<file path="src/rtl/format_scan_multilane.sv">
// rtl/format_scan_multilane.sv - multi-lane primary-opcode format classifier with 2-entry skid FIFO
module format_scan_multilane #(
    parameter int LANES                   = 2,
    parameter int addressWidth            = 64,
    parameter int instructionWidth        = 32,
    parameter int PidSize                 = 20,
    parameter int TidSize                 = 16,
    parameter int instructionCounterWidth = 64,
    parameter int opcodeSize              = 6,
    parameter int formatWidth             = 26,
    parameter int statWidth               = 32
) (
    input  logic                                       clock_i,
    input  logic                                       reset_i,
    input  logic                                       flush_i,
    input  logic                                       valid_i,
    output logic                                       ready_o,
    input  logic [LANES-1:0]                           laneValid_i,
    input  logic [LANES*instructionWidth-1:0]          instruction_i,
    input  logic [addressWidth-1:0]                    instructionAddress_i,
    input  logic [PidSize-1:0]                         instructionPid_i,
    input  logic [TidSize-1:0]                         instructionTid_i,
    input  logic [instructionCounterWidth-1:0]         instructionMajId_i,
    output logic                                       valid_o,
    input  logic                                       ready_i,
    output logic [LANES-1:0]                           laneValid_o,
    output logic [LANES-1:0]                           invalidOp_o,
    output logic [LANES*formatWidth-1:0]               instFormat_o,
    output logic [LANES*opcodeSize-1:0]                instOpcode_o,
    output logic [LANES*instructionWidth-1:0]          instruction_o,
    output logic [LANES*addressWidth-1:0]              instructionAddress_o,
    output logic [PidSize-1:0]                         instructionPid_o,
    output logic [TidSize-1:0]                         instructionTid_o,
    output logic [LANES*instructionCounterWidth-1:0]   instructionMajId_o,
    output logic [instructionCounterWidth-1:0]         decodedCount_o,
    output logic [statWidth-1:0]                       invalidCount_o
);

    localparam logic [formatWidth-1:0] F_ONE = 1;
    localparam logic [formatWidth-1:0] F_A   = F_ONE << 0;
    localparam logic [formatWidth-1:0] F_B   = F_ONE << 1;
    localparam logic [formatWidth-1:0] F_D   = F_ONE << 2;
    localparam logic [formatWidth-1:0] F_DQ  = F_ONE << 3;
    localparam logic [formatWidth-1:0] F_DS  = F_ONE << 4;
    localparam logic [formatWidth-1:0] F_DX  = F_ONE << 5;
    localparam logic [formatWidth-1:0] F_I   = F_ONE << 6;
    localparam logic [formatWidth-1:0] F_M   = F_ONE << 7;
    localparam logic [formatWidth-1:0] F_MD  = F_ONE << 8;
    localparam logic [formatWidth-1:0] F_MDS = F_ONE << 9;
    localparam logic [formatWidth-1:0] F_SC  = F_ONE << 10;
    localparam logic [formatWidth-1:0] F_VA  = F_ONE << 11;
    localparam logic [formatWidth-1:0] F_VC  = F_ONE << 12;
    localparam logic [formatWidth-1:0] F_VX  = F_ONE << 13;
    localparam logic [formatWidth-1:0] F_X   = F_ONE << 14;
    localparam logic [formatWidth-1:0] F_XFL = F_ONE << 15;
    localparam logic [formatWidth-1:0] F_XFX = F_ONE << 16;
    localparam logic [formatWidth-1:0] F_XL  = F_ONE << 17;
    localparam logic [formatWidth-1:0] F_XO  = F_ONE << 18;
    localparam logic [formatWidth-1:0] F_XS  = F_ONE << 19;
    localparam logic [formatWidth-1:0] F_XX2 = F_ONE << 20;
    localparam logic [formatWidth-1:0] F_XX3 = F_ONE << 21;
    localparam logic [formatWidth-1:0] F_Z22 = F_ONE << 23;
    localparam logic [formatWidth-1:0] F_Z23 = F_ONE << 24;

    // An all-zero mask doubles as the "unrecognised opcode" indication.
    function automatic logic [formatWidth-1:0] decode_op(input logic [opcodeSize-1:0] op);
        logic [formatWidth-1:0] m;
        m = '0;
        case (int'(op)) inside
            2, 3, 7, 8, [10:15], [24:29], [32:55]: m = F_D;
            4:                m = F_VA | F_VX | F_VC;
            16:               m = F_B;
            17:               m = F_SC;
            18:               m = F_I;
            19:               m = F_XL | F_DX;
            20, 21, 23:       m = F_M;
            30:               m = F_MD | F_MDS;
            31:               m = F_X | F_XO | F_Z23 | F_A | F_XS | F_XFX;
            56:               m = F_DQ;
            57, 58, 61, 62:   m = F_DS;
            59:               m = F_A | F_X | F_Z22 | F_Z23;
            60:               m = F_XX2 | F_XX3;
            63:               m = F_A | F_X | F_XFL | F_Z22 | F_Z23;
            default:          m = '0;
        endcase
        return m;
    endfunction

    logic [LANES-1:0]                   mem_lv    [2];
    logic [LANES*instructionWidth-1:0]  mem_instr [2];
    logic [addressWidth-1:0]            mem_addr  [2];
    logic [PidSize-1:0]                 mem_pid   [2];
    logic [TidSize-1:0]                 mem_tid   [2];
    logic [instructionCounterWidth-1:0] mem_maj   [2];

    logic [1:0] count_q;
    logic [1:0] count_d;
    logic       wr_ptr_q;
    logic       rd_ptr_q;
    logic       ready_q;
    logic       push;
    logic       pop;
    logic       head_valid;

    logic [instructionCounterWidth-1:0] decoded_q;
    logic [statWidth-1:0]               invalid_q;

    assign head_valid = (count_q != 2'd0);
    assign valid_o    = head_valid;
    assign ready_o    = ready_q;

    // Flush dominates both sides of the handshake.
    always_comb begin
        push    = valid_i && ready_q && !flush_i;
        pop     = head_valid && ready_i && !flush_i;
        count_d = count_q;
        if (flush_i) begin
            count_d = 2'd0;
        end else begin
            count_d = count_q + {1'b0, push} - {1'b0, pop};
        end
    end

    always_ff @(posedge clock_i or posedge reset_i) begin
        if (reset_i) begin
            count_q  <= 2'd0;
            wr_ptr_q <= 1'b0;
            rd_ptr_q <= 1'b0;
            ready_q  <= 1'b1;
        end else if (flush_i) begin
            count_q  <= 2'd0;
            wr_ptr_q <= 1'b0;
            rd_ptr_q <= 1'b0;
            ready_q  <= 1'b1;
        end else begin
            count_q <= count_d;
            ready_q <= (count_d != 2'd2);
            if (push) begin
                wr_ptr_q <= ~wr_ptr_q;
            end
            if (pop) begin
                rd_ptr_q <= ~rd_ptr_q;
            end
        end
    end

    // Payload storage needs no reset: outputs are gated by head_valid.
    always_ff @(posedge clock_i) begin
        if (push) begin
            mem_lv[wr_ptr_q]    <= laneValid_i;
            mem_instr[wr_ptr_q] <= instruction_i;
            mem_addr[wr_ptr_q]  <= instructionAddress_i;
            mem_pid[wr_ptr_q]   <= instructionPid_i;
            mem_tid[wr_ptr_q]   <= instructionTid_i;
            mem_maj[wr_ptr_q]   <= instructionMajId_i;
        end
    end

    always_ff @(posedge clock_i or posedge reset_i) begin
        if (reset_i) begin
            decoded_q <= '0;
            invalid_q <= '0;
        end else if (pop) begin
            decoded_q <= decoded_q + instructionCounterWidth'($countones(laneValid_o));
            invalid_q <= invalid_q + statWidth'($countones(invalidOp_o));
        end
    end

    assign decodedCount_o = decoded_q;
    assign invalidCount_o = invalid_q;

    always_comb begin
        logic [opcodeSize-1:0]  op;
        logic [formatWidth-1:0] raw;
        logic [LANES-1:0]       lv;
        op                   = '0;
        raw                  = '0;
        lv                   = mem_lv[rd_ptr_q];
        laneValid_o          = '0;
        invalidOp_o          = '0;
        instFormat_o         = '0;
        instOpcode_o         = '0;
        instruction_o        = '0;
        instructionAddress_o = '0;
        instructionPid_o     = '0;
        instructionTid_o     = '0;
        instructionMajId_o   = '0;
        if (head_valid) begin
            laneValid_o      = lv;
            instruction_o    = mem_instr[rd_ptr_q];
            instructionPid_o = mem_pid[rd_ptr_q];
            instructionTid_o = mem_tid[rd_ptr_q];
            for (int k = 0; k < LANES; k++) begin
                op  = mem_instr[rd_ptr_q][k*instructionWidth + instructionWidth - opcodeSize +: opcodeSize];
                raw = decode_op(op);
                instOpcode_o[k*opcodeSize +: opcodeSize] = op;
                instFormat_o[k*formatWidth +: formatWidth] = lv[k] ? raw : '0;
                invalidOp_o[k] = lv[k] && (raw == '0);
                instructionAddress_o[k*addressWidth +: addressWidth] =
                    mem_addr[rd_ptr_q] + addressWidth'(4 * k);
                instructionMajId_o[k*instructionCounterWidth +: instructionCounterWidth] =
                    mem_maj[rd_ptr_q] + instructionCounterWidth'(k);
            end
        end
    end

endmodule

</file>
<file path="config.mk">
export PLATFORM = sky130hd
export DESIGN_NAME = format_scan_multilane
export DESIGN_NICKNAME = d
export VERILOG_FILES = /design/src/rtl/format_scan_multilane.sv
export SDC_FILE = /design/constraint.sdc
export NUM_CORES = 1
export LEC_CHECK = 0
export ABC_AREA = 1
export CORE_AREA = 4 4 295 297
export CTS_BUF_LIST = sky130_fd_sc_hd__clkbuf_2
export CTS_CLUSTER_SIZE = 16
export DETAILED_ROUTE_END_ITERATION = 16
export DIE_AREA = 0 0 299 301
export PLACE_DENSITY = 0.59
export SYNTH_ARGS = -nofsm -noshare
export SYNTH_HDL_FRONTEND = slang
export SYNTH_SLANG_ARGS = --single-unit
</file>
<file path="constraint.sdc">
create_clock -name clock_i -period 34.5 [get_ports clock_i]
set_clock_uncertainty 0.15 [all_clocks]
set_input_delay 8.625 -clock clock_i [delete_from_list [all_inputs] [get_ports clock_i]]
set_output_delay 8.625 -clock clock_i [all_outputs]
set_load 0.005 [all_outputs]
</file>
==> flow_metrics.env, run 1 <==
# source this file to load flow results
export IMPL_status="complete, no violations"
export IMPL_power_per_cell_area_nw_per_um2=48.2
export IMPL_tightest_slew_ps=1040
export IMPL_fin_crit_ps=15190
export IMPL_p_leak_nw=17.0
export IMPL_rsz0062_at_grt="no"
export IMPL_cts_max_level=4
export IMPL_crit_required_ps=25730
export IMPL_drc_errors=0
export IMPL_min_from="invalidCount_o[31]$_DFFE_PP0P_"
export IMPL_clock_sinks=561
export IMPL_arrival_ps=6410
export IMPL_clockBufferDepth=3
export IMPL_r2r_start="rd_ptr_q$_DFFE_PP0P_"
export IMPL_ctsResizeCount=0
export IMPL_whs_ps=339
export IMPL_dp_hpwl_mm=93.7
export IMPL_crit_family="buffers and inverters"
export IMPL_vdd_ir_drop_max_uv=26.8
export IMPL_ant_nets=0
export IMPL_initialDrtViolationCount=2076
export IMPL_yosys_cells=3930
export IMPL_cts_root_buf="clkbuf_2"
export IMPL_cts_setup_buffers=0
export IMPL_clk_pin_slew_ps=100
export IMPL_r2r_cells=21
export IMPL_crit_start="rd_ptr_q$_DFFE_PP0P_"
export IMPL_min_period_over_period_pct=44.0
export IMPL_dr_pass1_iters=8
export IMPL_antenna_found_initial=21
export IMPL_area_leaders="edfxtp_1 45%, nand2_1 16%, nor2_1 8.3%, dfrtp_1 8.1%, inv_1 5.8%"
export IMPL_ys_flops=561
export IMPL_fillerInstances=8422
export IMPL_reg2reg_to="invalidCount_o[29]$_DFFE_PP0P_"
export IMPL_common_cells="1,357 x nand2_1, 683 x nor2_1, 477 x inv_1"
export IMPL_cts_buffers_inserted=153
export IMPL_ys_area_um2=31000
export IMPL_ys_seq_share_pct=52.7
export IMPL_ff_type="edfxtp_1"
export IMPL_grt_overflow_total=0
export IMPL_slew_headroom_pct=30.5
export IMPL_hold_class="reg2reg"
export IMPL_cts_tree="yes"
export IMPL_cts_hold_buf=0
export IMPL_vias_per_cell=4.82
export IMPL_worstPathMaxFanout=84
export IMPL_fin_cells=5991
export IMPL_worst_skew_pair_late_latency_ps=1380
export IMPL_hold_end="invalidCount_o[31]$_DFFE_PP0P_"
export IMPL_top_area_cell="edfxtp_1"
export IMPL_drv_slew=0
export IMPL_dp_cells=5711
export IMPL_fp_dieH_um=301
export IMPL_synth_async_reset_ratio_pct=18.0
export IMPL_slowest_delay_ps=760
export IMPL_drv_cap=0
export IMPL_path_depth=14
export IMPL_syn_inst=3930
export IMPL_numPortBuffers=752
export IMPL_warnings=26
export IMPL_cp_cell_sequence="buf_4 -> buf_4 -> buf_4 -> nand2_1 -> nand2_1 -> ha_1 -> nand2_1 -> nor2_2 -> nand3_1 -> nor2_1 -> nand3_1 -> o21ai_1 -> inv_1 -> clkdlybuf4s50_1"
export IMPL_gp_congestion=0.970
export IMPL_slowest_stage="buf_4"
export IMPL_place_area_um2=39300
export IMPL_dp_slack_ps=20660
export IMPL_r2r_slack_ps=28230
export IMPL_worstHoldPathCells=1
export IMPL_finalSetupTns_ps=0
export IMPL_die_x_um=299
export IMPL_total_power_mw=1.96
export IMPL_synth_top_cell_area_share_pct=44.5
export IMPL_setup_viol=0
export IMPL_top_cell="nand2_1"
run 1: sequential cells by signal, indices dropped and copies added, names as in the netlist:
register        cells
rd_ptr_q            1
mem_addr          128
count_q             2
wr_ptr_q            1
mem_instr         128
mem_pid            40
ready_o             1
decodedCount_o     64
mem_tid            32
mem_maj           128
invalidCount_o     32
mem_lv              4
run 1: final cells by class:
cell class | count | area [um2] | share of cell area, %
diodes | 15 | 37.5 | 0.0921
clock buffers | 230 | 1150 | 2.82
clock inverters | 35 | 240 | 0.589
inverters | 484 | 1830 | 4.48
multi-input cells | 2745 | 12000 | 29.5
flip-flops and latches | 561 | 16300 | 40.1
well taps | 1144 | 1430 | 3.51
repair buffers | 777 | 7710 | 18.9
run 1: layout by cell type, fill, tap and decap left out, types with 25 or more instances in the layout:
cell                n
nand3_1           119
nand3b_1           26
nand2_1          1356
xor2_1             66
inv_1             476
nand4_1            68
o21ai_1            43
nor2_1            680
nor2_2             52
nor3_1             44
o21ai_0            59
clkbuf_2          230
edfxtp_1          460
xnor2_1            30
a21oi_1           119
nand2_2            32
dfrtp_1            99
buf_4              25
clkdlybuf4s50_1   752
run 1: where the power goes:
part	leakage [nW]	switching (mW)	internal (mW)
clock network	1.06	0.289	0.195
logic	10.4	0.415	0.279
registers	5.54	0.0134	0.772
total	17.0	0.718	1.25
run 1: layer usage:
metal	GRT usage, %	wire length [um]	vias up
met5	0	74	-
met2	44.6	59400	1153
met3	8.85	11100	209
met4	9.87	3750	10
li1	-	-	14098
met1	30.6	46900	13430
run 1: kinds of logic after synthesis:
kind of cell               Yosys count  synth area share [%]
and+or+nand+nor                   2405                  31.6
AOI/OAI and AO/OA                  231                  3.82
muxes                                1                0.0323
adders and majority gates            8                 0.371
buffers and inverters              627                  8.77
other                                1                0.0121
DFF                                561                  52.7
xor gates and xnor gates            96                  2.71
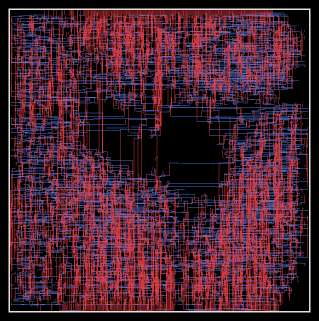
Run 1: metal layers overlaid
(1 px per um) Two of the layers only.
[met1] blue | wire length: 46.9 mm
[met2] red | wire length: 59.4 mm
total track usage: 26.2%
wire per inst: 20.2 um
vias post-DR: 28.9k
DRT Wirelength: 121 mm

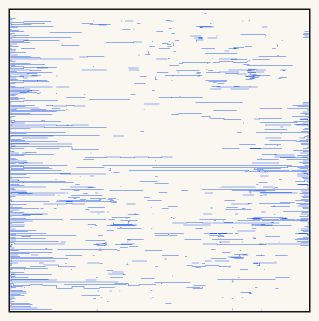
Run 1: met3 routing
(1 px per um)
main direction: horizontal
share of all routed wire: 9.2%

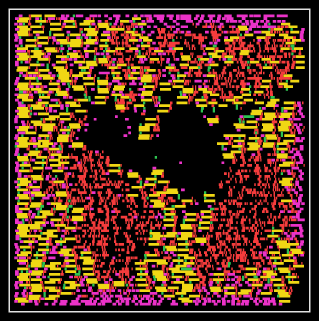
Run 1: placed cells, one color a class
(1 px per um)
[flip-flops] yellow | cells: 561
[all other logic] red | cells: 3,229
[other buffers and delay cells] magenta | cells: 777
[clock drivers and dummy loads] green | cells: 265
FP Rows: 107
sequential share of cell area: 40.1%
area of the core: 84,600 um2

Run 1, register map, names as in the netlist:
(2 px per um)
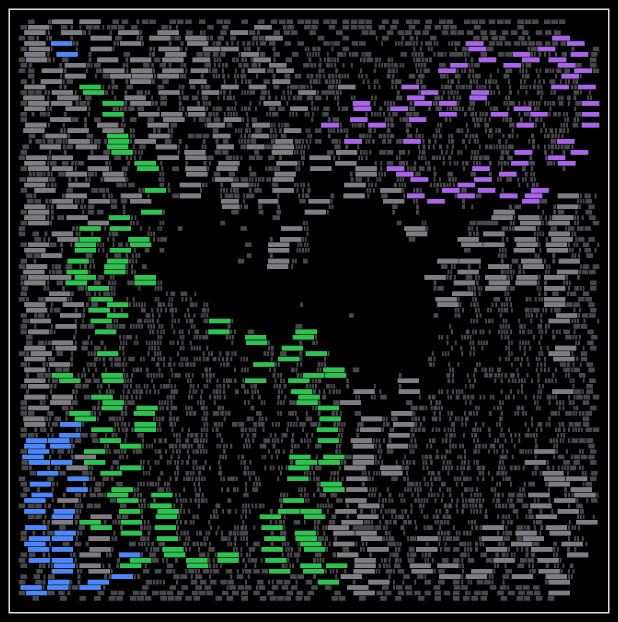

==> run 2: changes to the inputs <==
CORE_AREA = 4 4 289 291   (was 4 4 295 297)
DIE_AREA = 0 0 293 295   (was 0 0 299 301)
PLACE_DENSITY = 0.62   (was 0.59)
clock period = 15.9 ns   (was 34.5 ns; I/O delays follow)
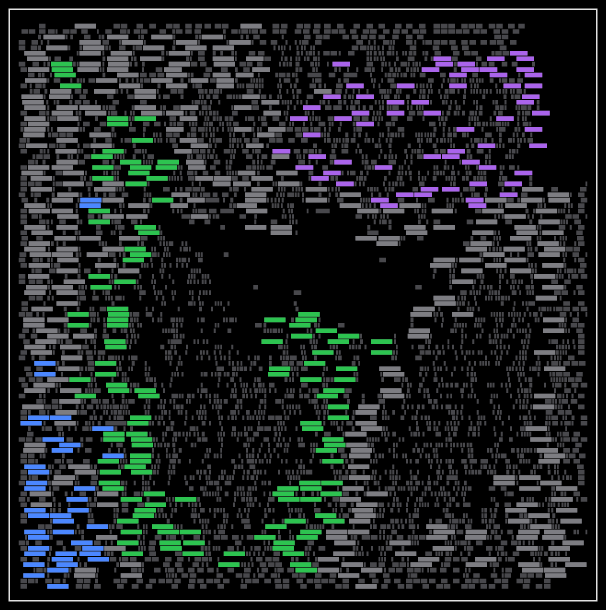
Run 2: register map, names as in the netlist
(2 px per um)
[mem_pid] blue | flops: 40 | where: bottom left
[mem_maj] green | flops: 128
[decodedCount_o] purple | flops: 64
not colored: 329
Flop area: 16,300 um2
Flop+latch power: 1.71 mW

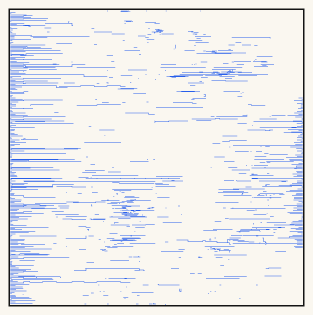
Run 2: met3 routing
(1 px per um)
vias post-DR: 29.2k
met3 GRT Util: 7.86%
DRT Wirelength: 123 mm

==> flow_metrics.env, run 2 <==
# source this file to load flow results
export IMPL_vias_per_cell=4.94
export IMPL_hold_class="reg2reg"
export IMPL_cts_root_buf="clkbuf_2"
export IMPL_core_area_um2=80500
export IMPL_pwr_group_combinational_mw=1.51
export IMPL_yosys_cells=3930
export IMPL_core_rowCount=104
export IMPL_fillerInstances=7972
export IMPL_synth_async_reset_ratio_pct=18.0
export IMPL_place_area_um2=39200
export IMPL_dp_slack_ps=7050
export IMPL_arrival_ps=5930
export IMPL_common_cells="1,357 x nand2_1, 683 x nor2_1, 477 x inv_1"
export IMPL_maxUsedRoutingLayer="met5"
export IMPL_p_leak_nw=16.9
export IMPL_finalSetupTns_ps=0
export IMPL_cts_max_level=4
export IMPL_grt_busiest_layer="met2"
export IMPL_worstPathMaxFanout=111
export IMPL_crit_family="buffers and inverters"
export IMPL_grt_overflow_total=0
export IMPL_drv_slew=0
export IMPL_slew_headroom_pct=22.1
export IMPL_top_cell="nand2_1"
export IMPL_lay_top_cells="1,356 x nand2_1, 752 x clkdlybuf4s50_1, 680 x nor2_1"
export IMPL_fin_crit_ps=10050
export IMPL_die_x_um=293
export IMPL_setup_viol=0
export IMPL_top_area_cell="edfxtp_1"
export IMPL_comb_power_share_pct=35.4
export IMPL_gp_congestion=1.00
export IMPL_ys_flops=561
export IMPL_use_met2_pct=47.5
export IMPL_clk_pin_slew_ps=100
export IMPL_wire_per_inst_um=20.9
export IMPL_worst_skew_pair_late_latency_ps=1390
export IMPL_area_leaders="edfxtp_1 45%, nand2_1 16%, nor2_1 8.3%, dfrtp_1 8.1%, inv_1 5.8%"
export IMPL_min_period_over_period_pct=63.2
export IMPL_ff_type="edfxtp_1"
export IMPL_pg_clk_mw=1.04
export IMPL_antenna_found_initial=19
export IMPL_cts_tree="yes"
export IMPL_largestPowerGroup="registers"
export IMPL_final_common_cell="nand2_1"
export IMPL_slowest_delay_ps=750
export IMPL_switchingPower_mw=1.59
export IMPL_numPortBuffers=752
export IMPL_rsz0062_at_grt="no"
export IMPL_initialDrtViolationCount=2152
export IMPL_crit_required_ps=11780
export IMPL_reg_top3="mem_addr x128, mem_instr x128, mem_maj x128"
export IMPL_drc_errors=0
export IMPL_warnings=38
export IMPL_ctsResizeCount=0
export IMPL_status="complete, no violations"
export IMPL_drv_cap=0
export IMPL_slowest_stage="buf_4"
export IMPL_fp_dieH_um=295
export IMPL_pwr_share_seq_pct=40.2
export IMPL_clock_sinks=561
export IMPL_ys_area_um2=31000
export IMPL_met1_usage_pct=32.9
export IMPL_p_clk_share_pct=24.4
export IMPL_cts_buffers_inserted=153
==> run 2: cell count changes in the layout (fill, tap and decap cells not counted), moves of 2 or more <==
cell and change:
inv_2 -2, buf_4 -12, clkinv_1 +22, clkinvlp_4 -3, diode_2 -2, clkbuf_2 -22
buf_12 +3, clkinv_2 +7, clkinv_8 +3
==> run 2: layout make-up <==
class	instances	share of cell area, %
diodes	13	0.0801
multi-input cells	2745	29.6
clock inverters	63	0.911
flip-flops and latches	561	40.2
inverters	484	4.49
well taps	1060	3.26
clock buffers	208	2.56
repair buffers	768	18.9
==> run 2: metrics by stage <==
step	util, %	hold slack (ps)	std cells	total power, mW
floorplan	-	308	3933	2.45
global placement	48.7	327	5618	3.25
detailed placement	48.7	339	5618	3.25
global route	50.4	380	5901	4.51
CTS	50.4	359	5889	4.31
finish	50.4	352	5902	4.26
==> run 2: worst paths after layout <==
path / from / endpoint / slack [ps] / depth (start not counted)
max reg2reg: rd_ptr_q$_DFFE_PP0P_ / invalidCount_o[29]$_DFFE_PP0P_ / 10100 / 20
max in group asynchronous: reset_i / rd_ptr_q$_DFFE_PP0P_ / 11260 / 3
min reg2reg: invalidCount_o[31]$_DFFE_PP0P_ / invalidCount_o[31]$_DFFE_PP0P_ / 350 / 1
min: invalidCount_o[31]$_DFFE_PP0P_ / invalidCount_o[31]$_DFFE_PP0P_ / 350 / 1
max: rd_ptr_q$_DFFE_PP0P_ / instructionMajId_o[122] / 5850 / 14
min in group asynchronous: reset_i / invalidCount_o[17]$_DFFE_PP0P_ / 3040 / 2
==> run 2: cell families after synthesis <==
kind of cell	after synthesis	synth area share (%)
compound gates	231	3.82
xor+xnor	96	2.71
fa+ha+maj	8	0.371
buf+inv	627	8.77
flops	561	52.7
mux	1	0.0323
other cells	1	0.0121
simple gates	2405	31.6
No activity file was given, so power comes from the tool's default toggle rates.
